==> src/rtl/ka_12bit_seq_ctrl_if.sv <==
// Operand/result valid-ready bundle for the 12-bit carry-less sequencer.
// master = operand source / result sink, slave = the sequencer.
interface ka_12bit_seq_ctrl_if;
  logic        in_valid;
  logic        in_ready;
  logic [11:0] a;
  logic [11:0] b;
  logic        out_valid;
  logic        out_ready;
  logic [22:0] y;

  modport master (
    output in_valid, a, b, out_ready,
    input  in_ready, out_valid, y
  );

  modport slave (
    input  in_valid, a, b, out_ready,
    output in_ready, out_valid, y
  );
endinterface

==> src/rtl/ka_12bit_seq_ctrl.sv <==
// 12x12 carry-less multiplier sequencer: one 6-bit Karatsuba core reused
// over low, high and middle slots, partials folded into a 23-bit accumulator.
module ka_12bit_seq_ctrl #(
  parameter bit REG_CORE_OUT = 1'b0
) (
  input  logic                      clk,
  input  logic                      rst_n,
  input  logic                      flush,
  ka_12bit_seq_ctrl_if.slave        bus,
  output logic                      busy,
  output logic [5:0]                core_a,
  output logic [5:0]                core_b,
  input  logic [10:0]               core_y
);

  localparam logic [2:0] S_IDLE  = 3'd0;
  localparam logic [2:0] S_LO    = 3'd1;
  localparam logic [2:0] S_HI    = 3'd2;
  localparam logic [2:0] S_MID   = 3'd3;
  localparam logic [2:0] S_DRAIN = 3'd4;
  localparam logic [2:0] S_DONE  = 3'd5;

  localparam logic [1:0] K_NONE = 2'd0;
  localparam logic [1:0] K_L    = 2'd1;
  localparam logic [1:0] K_H    = 2'd2;
  localparam logic [1:0] K_M    = 2'd3;

  logic [2:0]  state_q, state_d;
  logic [11:0] ar_q, ar_d;
  logic [11:0] br_q, br_d;
  logic [22:0] acc_q, acc_d;
  logic [5:0]  ca_q, ca_d;
  logic [5:0]  cb_q, cb_d;
  logic [10:0] py_q, py_d;
  logic [1:0]  pk_q, pk_d;

  logic        accept;
  logic        retire;
  logic [1:0]  sk;
  logic [1:0]  fk;
  logic [10:0] fv;
  logic [22:0] fold;

  assign bus.in_ready  = (state_q == S_IDLE) |
                         ((state_q == S_DONE) & bus.out_ready);
  assign bus.out_valid = (state_q == S_DONE);
  assign bus.y         = acc_q;
  assign busy          = (state_q != S_IDLE);
  assign core_a        = ca_q;
  assign core_b        = cb_q;

  assign accept = bus.in_valid & bus.in_ready;
  assign retire = (state_q == S_DONE) & bus.out_ready;

  always_comb begin
    sk = K_NONE;
    unique case (1'b1)
      (state_q == S_LO):  sk = K_L;
      (state_q == S_HI):  sk = K_H;
      (state_q == S_MID): sk = K_M;
      default:            sk = K_NONE;
    endcase
  end

  // With a registered core output the partial is folded one cycle late,
  // tagged by the slot that issued it.
  assign fk = REG_CORE_OUT ? pk_q : sk;
  assign fv = REG_CORE_OUT ? py_q : core_y;

  always_comb begin
    fold = 23'd0;
    unique case (1'b1)
      (fk == K_L): fold = {6'd0, fv, 6'd0} ^ {12'd0, fv};
      (fk == K_H): fold = {6'd0, fv, 6'd0} ^ {fv, 12'd0};
      (fk == K_M): fold = {6'd0, fv, 6'd0};
      default:     fold = 23'd0;
    endcase
  end

  always_comb begin
    state_d = state_q;
    ar_d    = ar_q;
    br_d    = br_q;
    acc_d   = acc_q ^ fold;
    ca_d    = ca_q;
    cb_d    = cb_q;
    py_d    = core_y;
    pk_d    = sk;
    unique case (state_q)
      S_IDLE, S_DONE: begin
        if (accept) begin
          state_d = S_LO;
          ar_d    = bus.a;
          br_d    = bus.b;
          acc_d   = 23'd0;
          ca_d    = bus.a[5:0];
          cb_d    = bus.b[5:0];
        end else if (retire) begin
          state_d = S_IDLE;
        end
      end
      S_LO: begin
        state_d = S_HI;
        ca_d    = ar_q[11:6];
        cb_d    = br_q[11:6];
      end
      S_HI: begin
        state_d = S_MID;
        ca_d    = ar_q[5:0] ^ ar_q[11:6];
        cb_d    = br_q[5:0] ^ br_q[11:6];
      end
      S_MID: begin
        state_d = REG_CORE_OUT ? S_DRAIN : S_DONE;
        ca_d    = 6'd0;
        cb_d    = 6'd0;
      end
      S_DRAIN: begin
        state_d = S_DONE;
      end
      default: begin
        state_d = S_IDLE;
        ca_d    = 6'd0;
        cb_d    = 6'd0;
      end
    endcase
  end

  always_ff @(posedge clk) begin
    if (!rst_n) begin
      state_q <= S_IDLE;
      ar_q    <= 12'd0;
      br_q    <= 12'd0;
      acc_q   <= 23'd0;
      ca_q    <= 6'd0;
      cb_q    <= 6'd0;
      py_q    <= 11'd0;
      pk_q    <= K_NONE;
    end else if (flush) begin
      state_q <= S_IDLE;
      acc_q   <= 23'd0;
      ca_q    <= 6'd0;
      cb_q    <= 6'd0;
      py_q    <= 11'd0;
      pk_q    <= K_NONE;
    end else begin
      state_q <= state_d;
      ar_q    <= ar_d;
      br_q    <= br_d;
      acc_q   <= acc_d;
      ca_q    <= ca_d;
      cb_q    <= cb_d;
      py_q    <= py_d;
      pk_q    <= pk_d;
    end
  end

endmodule

==> src/flat_wrapper.sv <==
// flat-port wrapper written by rule: the top's interface ports become plain ports
module ka_12bit_seq_ctrl_flat 
#(
  parameter bit REG_CORE_OUT = 1'b0
)
  (clk, rst_n, flush, busy, core_a, core_b, core_y, bus_in_valid, bus_a, bus_b, bus_out_ready, bus_in_ready, bus_out_valid, bus_y);
  ka_12bit_seq_ctrl_if bus_i ();
  input  logic clk;
  input  logic rst_n;
  input  logic flush;
  output logic busy;
  output logic [5:0] core_a;
  output logic [5:0] core_b;
  input  logic [10:0] core_y;
  input wire logic [$bits(bus_i.in_valid)-1:0] bus_in_valid;
  input wire logic [$bits(bus_i.a)-1:0] bus_a;
  input wire logic [$bits(bus_i.b)-1:0] bus_b;
  input wire logic [$bits(bus_i.out_ready)-1:0] bus_out_ready;
  output wire logic [$bits(bus_i.in_ready)-1:0] bus_in_ready;
  output wire logic [$bits(bus_i.out_valid)-1:0] bus_out_valid;
  output wire logic [$bits(bus_i.y)-1:0] bus_y;
  assign bus_i.in_valid = bus_in_valid;
  assign bus_i.a = bus_a;
  assign bus_i.b = bus_b;
  assign bus_i.out_ready = bus_out_ready;
  assign bus_in_ready = bus_i.in_ready;
  assign bus_out_valid = bus_i.out_valid;
  assign bus_y = bus_i.y;
  ka_12bit_seq_ctrl #(.REG_CORE_OUT(REG_CORE_OUT)) u_core (.clk(clk), .rst_n(rst_n), .flush(flush), .bus(bus_i), .busy(busy), .core_a(core_a), .core_b(core_b), .core_y(core_y));
endmodule
==> config.mk <==
export PLATFORM = sky130hd
export DESIGN_NAME = ka_12bit_seq_ctrl_flat
export DESIGN_NICKNAME = d
export VERILOG_FILES = /design/src/rtl/ka_12bit_seq_ctrl_if.sv /design/src/rtl/ka_12bit_seq_ctrl.sv /design/src/flat_wrapper.sv
export SDC_FILE = /design/constraint.sdc
export NUM_CORES = 1
export LEC_CHECK = 0
export CORE_MARGIN = 2
export CORE_UTILIZATION = 30
export DETAILED_ROUTE_END_ITERATION = 8
export GPL_TIMING_DRIVEN = 0
export SYNTH_ARGS = -nofsm -noshare
export SYNTH_HDL_FRONTEND = slang
export SYNTH_SLANG_ARGS = --single-unit
==> constraint.sdc <==
create_clock -name clk -period 4.4 [get_ports clk]
set_clock_uncertainty 0.2 [all_clocks]
set_input_delay 0.88 -clock clk [delete_from_list [all_inputs] [get_ports clk]]
set_output_delay 0.88 -clock clk [all_outputs]
set_load 0.005 [all_outputs]
**Sequential cells grouped by signal name**

Drawn at 4 px/um. Other sequential cells in the stronger grey, the rest of the logic in the fainter grey.
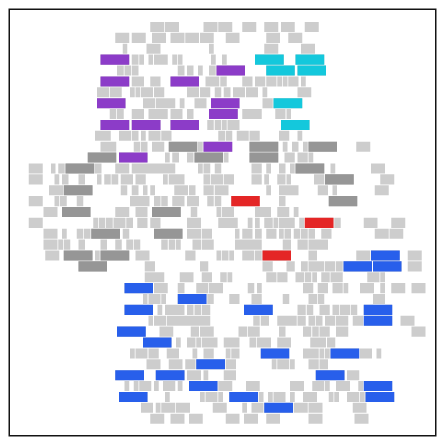
colour	name in the netlist	sequential cells
cyan	u_core.core_b	6
red	u_core.state_q	3
blue	u_core.bus.y	23
purple	u_core.br_q	12
not coloured	18
Finished Core Util: 42.0%
area of all sequential standard cells: 1240 um2
sequential cell area share: 28.9%
reported sequential group power: 596 uW

**Clock routing**

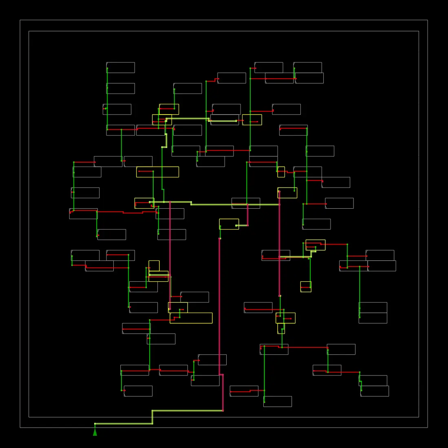
Power Clock: 559 uW
total number of sequential cells: 62
count of clock-net buffers in the final layout: 10

==> results.md <==
| Item | Reported |
|---|---|
| Run status | finished clean |
| Combinational group power | 194 uW |
| Multi-input combinational area share | 39.9% |
| Number of buffers and inverters on the critical path | 2 |
| Number of flops mapped to enable cells by yosys | 0 |
| Crit path capture type | output port |
| Most common cell after layout, fill and taps aside | sky130_fd_sc_hd__clkdlybuf4s50_1 |
| Clock tree from TritonCTS | yes |
| Top_reg_cell synth | sky130_fd_sc_hd__dfxtp_1 |
| Global-route usage over all layers | 16.4% |
| Post-synthesis area per instance | 8.34 um2 |
| Kind of path behind the tightest hold check | flip-flop to flip-flop |
| Combined area of all synthesized cells | 3140 um2 |
| Peak supply drop | 0.000117 V |
| Worst Slack Setup Final | 0.990 ns |
| Data arrival, critical path | 2.33 ns |
| Worst slew margin relative to its limit | 40.9% |
| Setup bufs post-CTS | 0 |
| Type of the setup path with the least slack | input pin to output port |
| Horizontal die dimension | 106 um |
| Internal power | 1010 uW |
| Sequential group share of total power | 44.2% |
| M2 GR Usage | 25.2% |
| Wire length on met2 | 4130 um |
| Tool warnings | 26 |
| Number of gates on the worst path with buffers counted | 4 |
| Global-route met1 utilization | 22.4% |
| Finished layout cell area | 4300 um2 |
| End of the critical path | bus_in_ready |
| Number of instances resized during post-cts repair | 0 |
| Share of flip-flops with an asynchronous set or reset | 0% |
| Initial antenna violation count | 0 |
| Dominant cell area share | 39.6% |
| Setup violation total in the final timing report | 0 |
| Gate family responsible for the most delay along the worst path | buffers and inverters |
| Buffers from clock root to sink, at most | 2 |
| Flip-flop count of the largest register, all copies and words added | 23 |
| Wire length of the first global-routing pass | 14500 um |
| YS chip area | 3140 um2 |
| Fillers | 1017 |
| CTS clk-pin slew, worst paths | 0.07 ns |
| Minimum hold slack | 0.269 ns |
| Cell group occupying the most layout area | multi-input combinational cells |
| H-tree level count | 3 |
| Net count, final | 504 |
| Mux contribution to synthesized area | 1.60% |
| Global routing met3 resource utilization | 3.49% |
| HP Start | u_core.ar_q[1]$_SDFFE_PN0P_ |
| Ratio of final minimum period to clock period | 77.5% |
| Final count of pins violating max slew | 0 |
| DR WL met3 | 507 um |
| Maximum fanout encountered on the critical timing path | 3 |
| Vias in the first global route | 2748 |
| Final setup TNS | 0 ns |
| Kind of start point of the critical path | input pin |
| Total CTS buffers | 9 |
| Slowest stage delay, CP | 0.55 ns |
| Pin count of the biggest net entering global routing | 12 |
| Insertion delay of the later-clocked pin in the worst-skew pair | 0.34 ns |
| Die area | 11300 um2 |
| First-iteration detailed-routing DRC count | 139 |
| Synth top cell by count | sky130_fd_sc_hd__dfxtp_1 |
**Local utilization**

Drawn at 4 px/um. 11 x 11 tiles, from white (low) to dark blue (high), 0 to 100% covered.
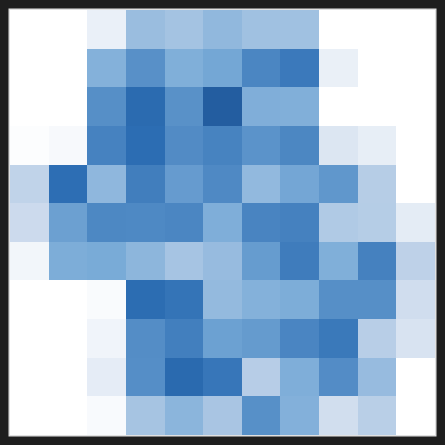
fullest tile	82%
tiles over 75% full	5.0%
mean over tiles	37%
nearly empty tiles	22%
area inside the core boundary: 10200 um2
fraction of the core area occupied by cells at floorplan: 30.7%

**Metal 4**

Drawn at 6 px/um. Supply wires on this layer in grey. Cells faint in the background.
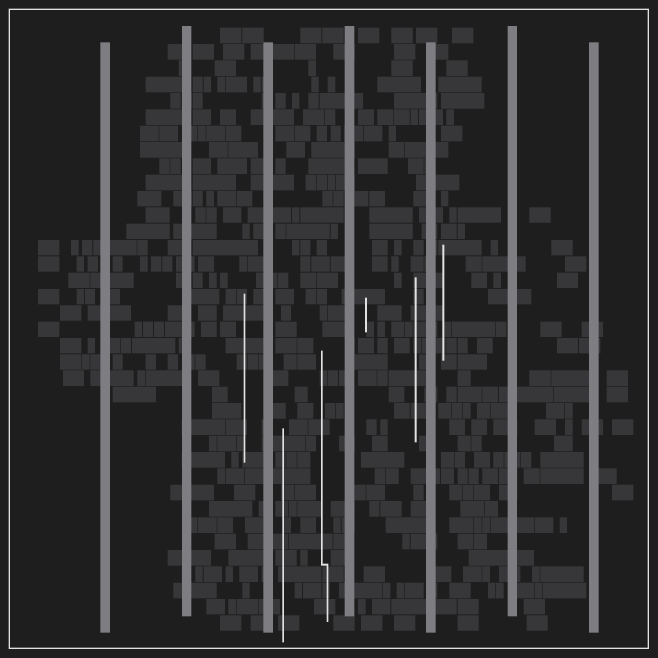
nets with wire on the layer	4
wire length on this layer	161 um
main direction	vertical
longest straight run	35.5 um
drt total wl: 9040 um
routed vias: 2954

Power and IR drop assume default switching activity.
